==> images/layers.png <==
Drawn at 2 px/um.
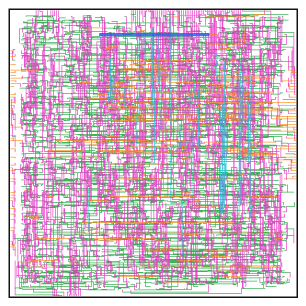
==> images/pinout.png <==
Drawn at 2 px/um. Pins as bars across the die edge, other pins in gray.
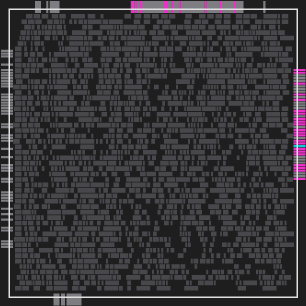
==> images/congestion_map.png <==
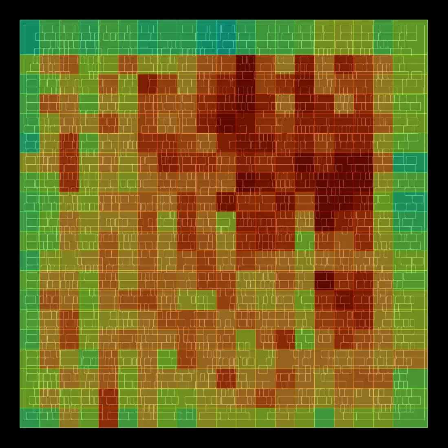
==> images/m2.png <==
Drawn at 2 px/um.
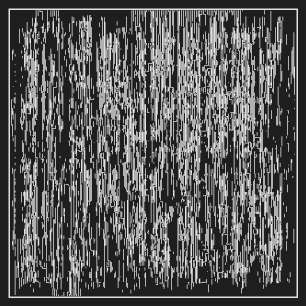
==> images/port_trees.png <==
Drawn at 2 px/um.
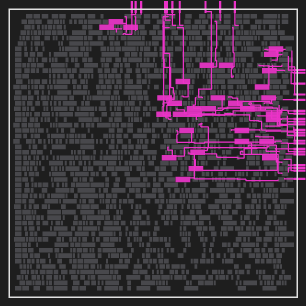
**config.mk**
```make
export PLATFORM = sky130hd
export DESIGN_NAME = seq_multiplier
export DESIGN_NICKNAME = d
export VERILOG_FILES = /design/src/rtl/mul_pkg.sv /design/src/rtl/mag_sign.sv /design/src/rtl/seq_multiplier.sv
export SDC_FILE = /design/constraint.sdc
export NUM_CORES = 1
export LEC_CHECK = 0
export CAP_MARGIN = 20
export CORE_UTILIZATION = 57
export DETAILED_ROUTE_END_ITERATION = 16
export GPL_ROUTABILITY_DRIVEN = 1
export GPL_TIMING_DRIVEN = 0
export PLACE_DENSITY = 0.83
export SLEW_MARGIN = 20
export SYNTH_ARGS = -nofsm -noshare
export SYNTH_HDL_FRONTEND = slang
export SYNTH_SLANG_ARGS = --single-unit
```
**constraint.sdc**
```tcl
create_clock -name clk -period 8.4 [get_ports clk]
set_input_delay 1.68 -clock clk [delete_from_list [all_inputs] [get_ports clk]]
set_output_delay 1.68 -clock clk [all_outputs]
set_load 0.02 [all_outputs]
```
**src/rtl/mul_pkg.sv**
```systemverilog
// Shared types and sizing for the shift-add multiply unit.
package mul_pkg;

  localparam int MUL_WIDTH = 32;
  localparam int MUL_CNT_W = $clog2(MUL_WIDTH);

  typedef enum logic [1:0] {
    IDLE = 2'd0,
    BUSY = 2'd1,
    DONE = 2'd2
  } mul_state_t;

endpackage

```
**src/rtl/mag_sign.sv**
```systemverilog
// Two's-complement conditional negate: y = neg ? -x : x.
// Used both to take operand magnitudes and to restore the product sign.
module mag_sign #(
  parameter int W = 32
) (
  input  logic [W-1:0] x,
  input  logic         neg,
  output logic [W-1:0] y
);

  logic [W-1:0] one;

  assign one = {{(W-1){1'b0}}, 1'b1};
  assign y   = neg ? (~x + one) : x;

endmodule

```
**src/rtl/seq_multiplier.sv**
```systemverilog
// Radix-2 shift-add multiplier owning the HI/LO registers (MULT/MULTU, MTHI/MTLO).
//
// state | meaning
// IDLE  | waiting; accepts start and MTHI/MTLO writes
// BUSY  | one shift-add iteration per cycle, hi/lo frozen
// DONE  | product just stored in hi/lo; done=1, accepts start/MTHI/MTLO
module seq_multiplier
  import mul_pkg::*;
#(
  parameter int WIDTH = MUL_WIDTH
) (
  input  logic             clk,
  input  logic             reset,
  input  logic             start,
  input  logic             is_signed,
  input  logic [WIDTH-1:0] a,
  input  logic [WIDTH-1:0] b,
  input  logic             hi_we,
  input  logic             lo_we,
  input  logic [WIDTH-1:0] wdata,
  output logic             busy,
  output logic             done,
  output logic [WIDTH-1:0] hi,
  output logic [WIDTH-1:0] lo
);

  localparam int CW = (WIDTH == MUL_WIDTH) ? MUL_CNT_W : $clog2(WIDTH);
  localparam logic [CW-1:0] LAST = CW'(WIDTH - 1);

  mul_state_t         state;
  logic [CW-1:0]      cnt;
  logic [WIDTH-1:0]   mcand;
  logic [WIDTH-1:0]   mplr;
  logic [WIDTH-1:0]   acc;
  logic               sign_q;
  logic [WIDTH-1:0]   mag_a;
  logic [WIDTH-1:0]   mag_b;
  logic [WIDTH:0]     sum;
  logic [2*WIDTH-1:0] prod_u;
  logic [2*WIDTH-1:0] prod;

  mag_sign #(.W(WIDTH)) u_mag_a (
    .x   (a),
    .neg (is_signed & a[WIDTH-1]),
    .y   (mag_a)
  );

  mag_sign #(.W(WIDTH)) u_mag_b (
    .x   (b),
    .neg (is_signed & b[WIDTH-1]),
    .y   (mag_b)
  );

  // Carry out of the add lands in sum[WIDTH] and shifts down into the accumulator.
  assign sum    = {1'b0, acc} + (mplr[0] ? {1'b0, mcand} : {(WIDTH+1){1'b0}});
  assign prod_u = {sum, mplr[WIDTH-1:1]};

  mag_sign #(.W(2*WIDTH)) u_neg (
    .x   (prod_u),
    .neg (sign_q),
    .y   (prod)
  );

  always_ff @(posedge clk) begin
    if (reset) begin
      state  <= IDLE;
      cnt    <= '0;
      mcand  <= '0;
      mplr   <= '0;
      acc    <= '0;
      sign_q <= 1'b0;
      busy   <= 1'b0;
      done   <= 1'b0;
      hi     <= '0;
      lo     <= '0;
    end else begin
      case (state)
        IDLE, DONE: begin
          done <= 1'b0;
          // In DONE the product was stored last edge, so a write here wins.
          if (hi_we) hi <= wdata;
          if (lo_we) lo <= wdata;
          if (start) begin
            mcand  <= mag_a;
            mplr   <= mag_b;
            acc    <= '0;
            sign_q <= is_signed & (a[WIDTH-1] ^ b[WIDTH-1]);
            cnt    <= '0;
            busy   <= 1'b1;
            state  <= BUSY;
          end else begin
            state <= IDLE;
          end
        end
        BUSY: begin
          acc  <= sum[WIDTH:1];
          mplr <= {sum[0], mplr[WIDTH-1:1]};
          cnt  <= cnt + CW'(1);
          if (cnt == LAST) begin
            hi    <= prod[2*WIDTH-1:WIDTH];
            lo    <= prod[WIDTH-1:0];
            busy  <= 1'b0;
            done  <= 1'b1;
            state <= DONE;
          end
        end
        default: begin
          busy  <= 1'b0;
          done  <= 1'b0;
          state <= IDLE;
        end
      endcase
    end
  end

endmodule

```
==> results.py <==
# Metrics from the implementation run
metrics = {
    "status": {
        "status": "finished, final reports clean",
    },
    "cells_and_area": {
        "final_nets": 1819,
        "final_area_um2": 13900,
        "num_antenna_cells": 0,
        "drive_gt1_frac": 0.0372,
    },
    "logic_synthesis": {
        "area_leaders": "dfxtp_1 (30%), a21oi_1 (6.7%), nor2_1 (5.9%)",
        "top_cell": "nor2_1",
        "ys_seq_frac": 0.299,
        "syn_inst": 1493,
        "largest_area_cell": "dfxtp_1",
        "synthTopCellsByCount": "nor2_1 (178), dfxtp_1 (170), a21oi_1 (153)",
        "synthFlopType": "dfxtp_1",
        "top_cell_area_share": 0.299,
    },
    "setup_path": {
        "r2r-end": "hi[31]$_SDFFE_PP0P_",
    },
    "job": {
        "warnings": 26,
        "maxCapViolations": 0,
    },
    "timing": {
        "finalSetupViolations": 0,
        "period_needed_ns": 5.27,
        "worst_pin_slew_ns": 0.996,
    },
    "global_routing": {
        "grt_start_max_net_pins": 18,
        "track_usage": 0.383,
    },
    "power": {
        "powerDensity_nw_per_um2": 158,
        "p_leak_nw": 5.17,
    },
    "detailed_routing": {
        "vias": 12300,
    },
    "die": {
        "die-area_um2": 20500,
    },
}
About layers.png:
Key: cyan = M4 [wire length 1,430 um]; orange = M3 [wire length 3,330 um]; blue = M5 [wire length 53.4 um]; magenta = M2 [wire length 17,200 um]; green = M1 [wire length 17,200 um]

About pinout.png:
Key: cyan = hi_we [pins 1, direction input, edge east]; magenta = hi [pins 32, direction output, edge 22 east, 10 north]
All pins by edge: 71 north, 43 west, 41 east, 13 south.

About congestion_map.png:
met3 Track Usage GR: 0.0734
WL per Instance: 20.1 um

About m2.png:
The wires run mostly vertical. The layer carries 17,200 um of wire.

About port_trees.png:
Key: magenta = hi [direction output, end cells 32, buffers 32, wire 1,380 um]

[placed cells by master, fill, tap and decap left out, types with 13 or more instances in the layout]
cell,instances
nor2_1,178
dfxtp_1,170
clkdlybuf4s50_1,167
a21oi_1,153
nand2_1,136
clkbuf_1,92
o21ai_0,75
xor2_1,67
a211oi_1,65
xnor2_1,54
and2_1,44
ha_1,37
a22oi_1,31
inv_1,28
nor3_1,26
o31ai_1,23
nand3_1,23
a22o_1,21
or3_1,20
a21o_1,19
clkbuf_16,17
a311oi_1,16
o41ai_1,13
[per-stage QoR]
stage | utilization | total power [mW] | hold WS, ns
final | 0.714 | 2.21 | 0.450
after global placement | 0.685 | 1.43 | 0.436
after CTS | 0.714 | 2.20 | 0.452
after floorplan | - | 1.21 | 0.427
after global routing | 0.714 | 2.29 | 0.468
after detailed placement | 0.685 | 1.44 | 0.444
[critical path: stages, from the launching register on]
cell and delay, ns:
dfxtp_1 0.45, clkbuf_1 0.26, and2_1 0.21, ha_1 0.23, clkbuf_1 0.21, a21oi_1 0.35
o22ai_1 0.17, o41ai_1 0.68, nand3_1 0.27, a2111oi_0 0.79, o221ai_1 0.19, nor3_1 0.64
a41oi_1 0.25, xnor2_1 0.20, a221oi_1 0.28
[final cells by class]
cell class | instances | area (um^2)
Timing Repair Buffer | 167 | 1670
Fill cell | 1700 | 5580
Clock inverter | 13 | 133
Sequential cell | 170 | 3400
Clock buffer | 19 | 433
Tap cell | 265 | 332
Inverter | 29 | 109
Multi-Input combinational cell | 1193 | 7480
Buffer | 101 | 382
[registers in the layout, summed over array words and instances (netlist names)]
| signal | count |
|---|---|
| done | 1 |
| acc | 32 |
| lo | 32 |
| state | 2 |
| mcand | 32 |
| sign_q | 1 |
| cnt | 5 |
| busy | 1 |
| mplr | 32 |
| hi | 32 |
[layer usage]
metal,wire length [um],GRT usage
met1,17200,0.522
met2,17200,0.595
met3,3330,0.0734
met4,1430,0.148
met5,53,0
[power breakdown]
part / switching (mW) / internal, mW
sequential: 0.0435 / 0.859
combinational: 0.323 / 0.212
clock: 0.378 / 0.394
[worst max path at each step]
stage               slack (ns)                     end                 start
finish                    3.13     hi[31]$_SDFFE_PP0P_  mplr[0]$_SDFFE_PP0P_
global route              2.57     hi[31]$_SDFFE_PP0P_  mplr[0]$_SDFFE_PP0P_
CTS                       2.93  mcand[26]$_SDFFE_PP0P_                  a[0]
detailed placement        2.50  mcand[30]$_SDFFE_PP0P_                  a[0]
global placement          2.53  mcand[30]$_SDFFE_PP0P_                  a[0]
floorplan                 3.89  mcand[30]$_SDFFE_PP0P_                  a[0]
[logic make-up (layout without fill, tap and decap cells)]
kind of cell / after synthesis / in the layout / share of synthesized area
and+or+nand+nor: 526 / 526 / 0.227
AOI/OAI and AO/OA: 503 / 503 / 0.290
DFF: 170 / 170 / 0.299
buffers and inverters: 130 / 329 / 0.0431
xor gates and xnor gates: 121 / 121 / 0.0932
adders and majority gates: 38 / 38 / 0.0425
muxes: 5 / 5 / 0.00451
Power figures rest on the tool's default switching activity, not on a simulated workload.
